Fig. 1: wires at chosen ports, followed through buffers
Drawn at 6 px/um.
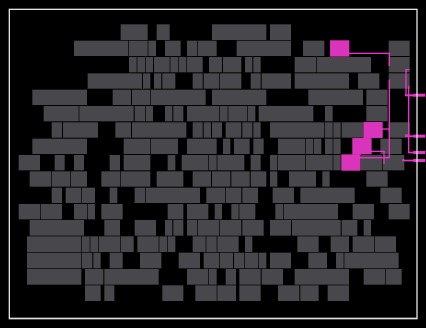
Fig. 2: signal wires on met2
Drawn at 6 px/um. Cells faint in the background.
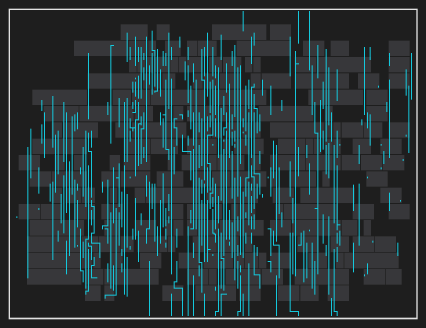
[src/rtl/dma_priority_arbiter.sv]
// Request resolver for the 4-channel DMA controller: masks, polarity and
// fixed/rotating priority select one channel and track it through its service.
module dma_priority_arbiter #(
  parameter int unsigned NCH           = 4,
  parameter int unsigned GRANT_TIMEOUT = 16
) (
  input  logic                   CLK,
  input  logic                   RESET_N,
  input  logic [NCH-1:0]         DREQ,
  input  logic [NCH-1:0]         maskReg,
  input  logic [NCH-1:0]         requestReg,
  input  logic [7:0]             commandReg,
  input  logic                   validDACK,
  input  logic                   svcDone,
  output logic [NCH-1:0]         VALID_DREQ,
  output logic [NCH-1:0]         DACK,
  output logic [$clog2(NCH)-1:0] activeCh,
  output logic                   busy,
  output logic [NCH-1:0]         reqStatus,
  output logic [NCH-1:0]         swReqClr,
  output logic                   grantTimeout
);

  localparam int unsigned PW = $clog2(NCH);
  localparam int unsigned CW = $clog2(GRANT_TIMEOUT + 1);

  localparam logic [1:0] S_IDLE    = 2'd0;
  localparam logic [1:0] S_GRANT   = 2'd1;
  localparam logic [1:0] S_SERVICE = 2'd2;
  localparam logic [1:0] S_RELEASE = 2'd3;

  logic [1:0]     r_state, w_state_nxt;
  logic [PW-1:0]  r_ptr, w_ptr_nxt;
  logic [PW-1:0]  r_active_ch, w_active_nxt;
  logic [NCH-1:0] r_valid, w_valid_nxt;
  logic [NCH-1:0] r_req_status;
  logic [NCH-1:0] r_swclr, w_swclr_nxt;
  logic           r_busy, w_busy_nxt;
  logic           r_tout, w_tout_nxt;
  logic [CW-1:0]  r_cnt, w_cnt_nxt;

  logic [NCH-1:0] w_eff;
  logic [PW-1:0]  w_ptr_use;
  logic [PW-1:0]  w_sel;
  logic           w_found;
  logic           w_unused_cmd;

  assign w_unused_cmd = ^{commandReg[5], commandReg[3], commandReg[1:0]};

  // Software requests bypass the mask; hardware requests honour polarity and mask.
  assign w_eff     = ((DREQ ^ {NCH{commandReg[6]}}) & ~maskReg) | requestReg;
  assign w_ptr_use = commandReg[4] ? r_ptr : '0;

  // Search starting at the pointer; the first requesting channel wins.
  always_comb begin
    w_found = 1'b0;
    w_sel   = '0;
    for (int unsigned j = 0; j < NCH; j++) begin
      if (!w_found && w_eff[PW'((32'(w_ptr_use) + j) % NCH)]) begin
        w_found = 1'b1;
        w_sel   = PW'((32'(w_ptr_use) + j) % NCH);
      end
    end
  end

  always_comb begin
    w_state_nxt  = r_state;
    w_active_nxt = r_active_ch;
    w_valid_nxt  = r_valid;
    w_cnt_nxt    = r_cnt;
    w_swclr_nxt  = '0;
    w_tout_nxt   = 1'b0;
    w_ptr_nxt    = commandReg[4] ? r_ptr : '0;
    case (r_state)
      S_IDLE: begin
        if (w_found && !commandReg[2]) begin
          w_state_nxt  = S_GRANT;
          w_active_nxt = w_sel;
          w_valid_nxt  = NCH'(1) << w_sel;
          w_cnt_nxt    = '0;
        end
      end
      S_GRANT: begin
        if (validDACK) begin
          w_state_nxt = S_SERVICE;
        end else if (!w_eff[r_active_ch]) begin
          w_state_nxt = S_IDLE;
          w_valid_nxt = '0;
        end else if (r_cnt == CW'(GRANT_TIMEOUT - 1)) begin
          w_state_nxt = S_IDLE;
          w_valid_nxt = '0;
          w_tout_nxt  = 1'b1;
        end else begin
          w_cnt_nxt = r_cnt + CW'(1);
        end
      end
      S_SERVICE: begin
        if (svcDone) begin
          w_state_nxt = S_RELEASE;
          w_valid_nxt = '0;
          if (requestReg[r_active_ch]) begin
            w_swclr_nxt = NCH'(1) << r_active_ch;
          end
        end
      end
      S_RELEASE: begin
        w_state_nxt = S_IDLE;
        if (commandReg[4]) begin
          w_ptr_nxt = PW'((32'(r_active_ch) + 32'd1) % NCH);
        end
      end
      default: w_state_nxt = S_IDLE;
    endcase
    w_busy_nxt = (w_state_nxt != S_IDLE);
  end

  always_ff @(posedge CLK or negedge RESET_N) begin
    if (!RESET_N) begin
      r_state      <= S_IDLE;
      r_ptr        <= '0;
      r_active_ch  <= '0;
      r_valid      <= '0;
      r_req_status <= '0;
      r_swclr      <= '0;
      r_busy       <= 1'b0;
      r_tout       <= 1'b0;
      r_cnt        <= '0;
    end else begin
      r_state      <= w_state_nxt;
      r_ptr        <= w_ptr_nxt;
      r_active_ch  <= w_active_nxt;
      r_valid      <= w_valid_nxt;
      r_req_status <= w_eff;
      r_swclr      <= w_swclr_nxt;
      r_busy       <= w_busy_nxt;
      r_tout       <= w_tout_nxt;
      r_cnt        <= w_cnt_nxt;
    end
  end

  // DACK is decoded from registered state so its polarity tracks commandReg[7] directly.
  always_comb begin
    for (int unsigned i = 0; i < NCH; i++) begin
      DACK[i] = (r_state == S_SERVICE && r_active_ch == PW'(i)) ? commandReg[7] : ~commandReg[7];
    end
  end

  assign VALID_DREQ   = r_valid;
  assign activeCh     = r_active_ch;
  assign busy         = r_busy;
  assign reqStatus    = r_req_status;
  assign swReqClr     = r_swclr;
  assign grantTimeout = r_tout;

endmodule

[config.mk]
export PLATFORM = sky130hd
export DESIGN_NAME = dma_priority_arbiter
export DESIGN_NICKNAME = d
export VERILOG_FILES = /design/src/rtl/dma_priority_arbiter.sv
export SDC_FILE = /design/constraint.sdc
export NUM_CORES = 1
export LEC_CHECK = 0
export CAP_MARGIN = 20
export CORE_ASPECT_RATIO = 0.75
export CORE_UTILIZATION = 50
export CTS_CLUSTER_DIAMETER = 40
export DETAILED_ROUTE_END_ITERATION = 7
export PLACE_DENSITY = 0.82
export SLEW_MARGIN = 0
export SYNTH_ARGS = -nofsm -noshare
export SYNTH_HDL_FRONTEND = slang
export SYNTH_SLANG_ARGS = --single-unit
[constraint.sdc]
create_clock -name CLK -period 3.4 [get_ports CLK]
set_clock_uncertainty 0.15 [all_clocks]
set_input_delay 0.68 -clock CLK [delete_from_list [all_inputs] [get_ports CLK]]
set_output_delay 0.68 -clock CLK [all_outputs]
set_load 0.005 [all_outputs]
==> out/metrics.cfg <==
[setup_path]
startpoint = commandReg[6]
r2r_end = r_cnt[1]$_DFFE_PN0P_
r2r_start = r_cnt[0]$_DFFE_PN0P_
crit_end = VALID_DREQ[0]$_DFFE_PN0P_
path_cells = clkdlybuf4s50_1 -> xor2_1 -> a21oi_1 -> a211o_1 -> nand3_1 -> or2_4 -> o31ai_1
reg2reg_slack_ns = 0.92
worstPathArrival_ns = 3.00
reg2reg_depth = 8
slowest_delay_ns = 0.53
worstPathMaxFanout = 7

[layout]
comb_area_share_pct = 43.7
seq_cell_count = 25
register_area_um2 = 626
area_growth_pct = 29.1
fin_area_um2 = 2090
num_antenna_cells = 0
biggestCellCategory = logic gates
sh_seq_area_pct = 29.9
buffers = 40
utilization_pct = 69.2
inverters = 16
final_cell_mix = clkdlybuf4s50_1, dfrtp_1, nand2_1
largest_register_ffs = 5
comb_cells = 126
clk_share_pct = 2.16

[routing]
postRouteAntennaNets = 0
wl_met1_um = 1680
drt_first_pass_iters = 4
drt_iter0_drc = 78
met3WireLength_um = 323
routed-wl-met2_um = 1920
drt-wirelength-per-cell_um = 15.9

[synthesis]
simple_gate_share_pct = 14.8
adder_share_pct = 7.73
top_logic_kind = AND-OR/OR-AND gates
synth_cell_types = 43
yosys_cells = 172
async_flop_share_pct = 100
ys_seq_share_pct = 38.6
ys.flop_type = dfrtp_1
top_cell = dfrtp_1
yosys.area.top_type = dfrtp_1
yosysChipArea_um2 = 1620
yosys.area_share.xor_xnor_pct = 4.87
syn_nets = 206
topCellsByArea = dfrtp_1, ha_1, nand2_1

[timing]
finalSetupViolations = 0
fmax_mhz = 335
finalCritPeriodShare_pct = 87.8
slew_headroom_pct = 62.7
setup_ws_ns = 0.415
rsz0062_at_grt = no
setup_tns_ns = 0

[clocking]
cts_buffer_depth = 2
htreeDepth = 1
clockRootBuffer = clkbuf_8
clock-sinks = 25
worstSkewPairLatency_ns = 0.27
clk_pin_slew_ns = 0.08

[power_and_ir_drop]
seq_cell_power_uw = 488
p_comb_share_pct = 54.2
sw_frac_of_total_pct = 41.8
leakage_nw = 0.929
total_power_mw = 1.44
power_switching_uw = 601
power_frac_seq_pct = 33.9
power-top-group = combinational logic
p_per_area_nw_per_um2 = 689
worst_ir_drop_vdd_mv = 0.469
pwr-share-clk_pct = 11.9

[placement]
place_inst = 245
hpwlAfterDp_um = 3080
place_area_um2 = 2040

[floorplan]
initCoreUtil_pct = 53.6
die_h_um = 51.3
nWellTaps = 38
fp.dieArea_um2 = 3470
rows = 17

[global_routing]
grt_pass1_vias = 1456
top_usage_layer = met2
grt_use_total_pct = 26.6
antenna_found_initial = 0
grt_pass1_wl_um = 6740

[hold_path]
whs_endpoint = VALID_DREQ[1]$_DFFE_PN0P_

[outcome]
status = complete, no violations

[flow_run]
maxCapViolations = 0

Notes on Fig. 1 above:
Key: DACK = magenta [bits 4, direction output, edge east, end cells 4, buffers 4, wire 54.7 um]
port bufs: 39
Top Ports: 44

Notes on Fig. 2 above:
The layer carries 1920 um of wire. The wires run mostly vertical.
Vias: 1432
routed wire length: 3960 um
GRT met2 Usage: 45.0%

Power figures rest on the tool's default switching activity, not on a simulated workload.
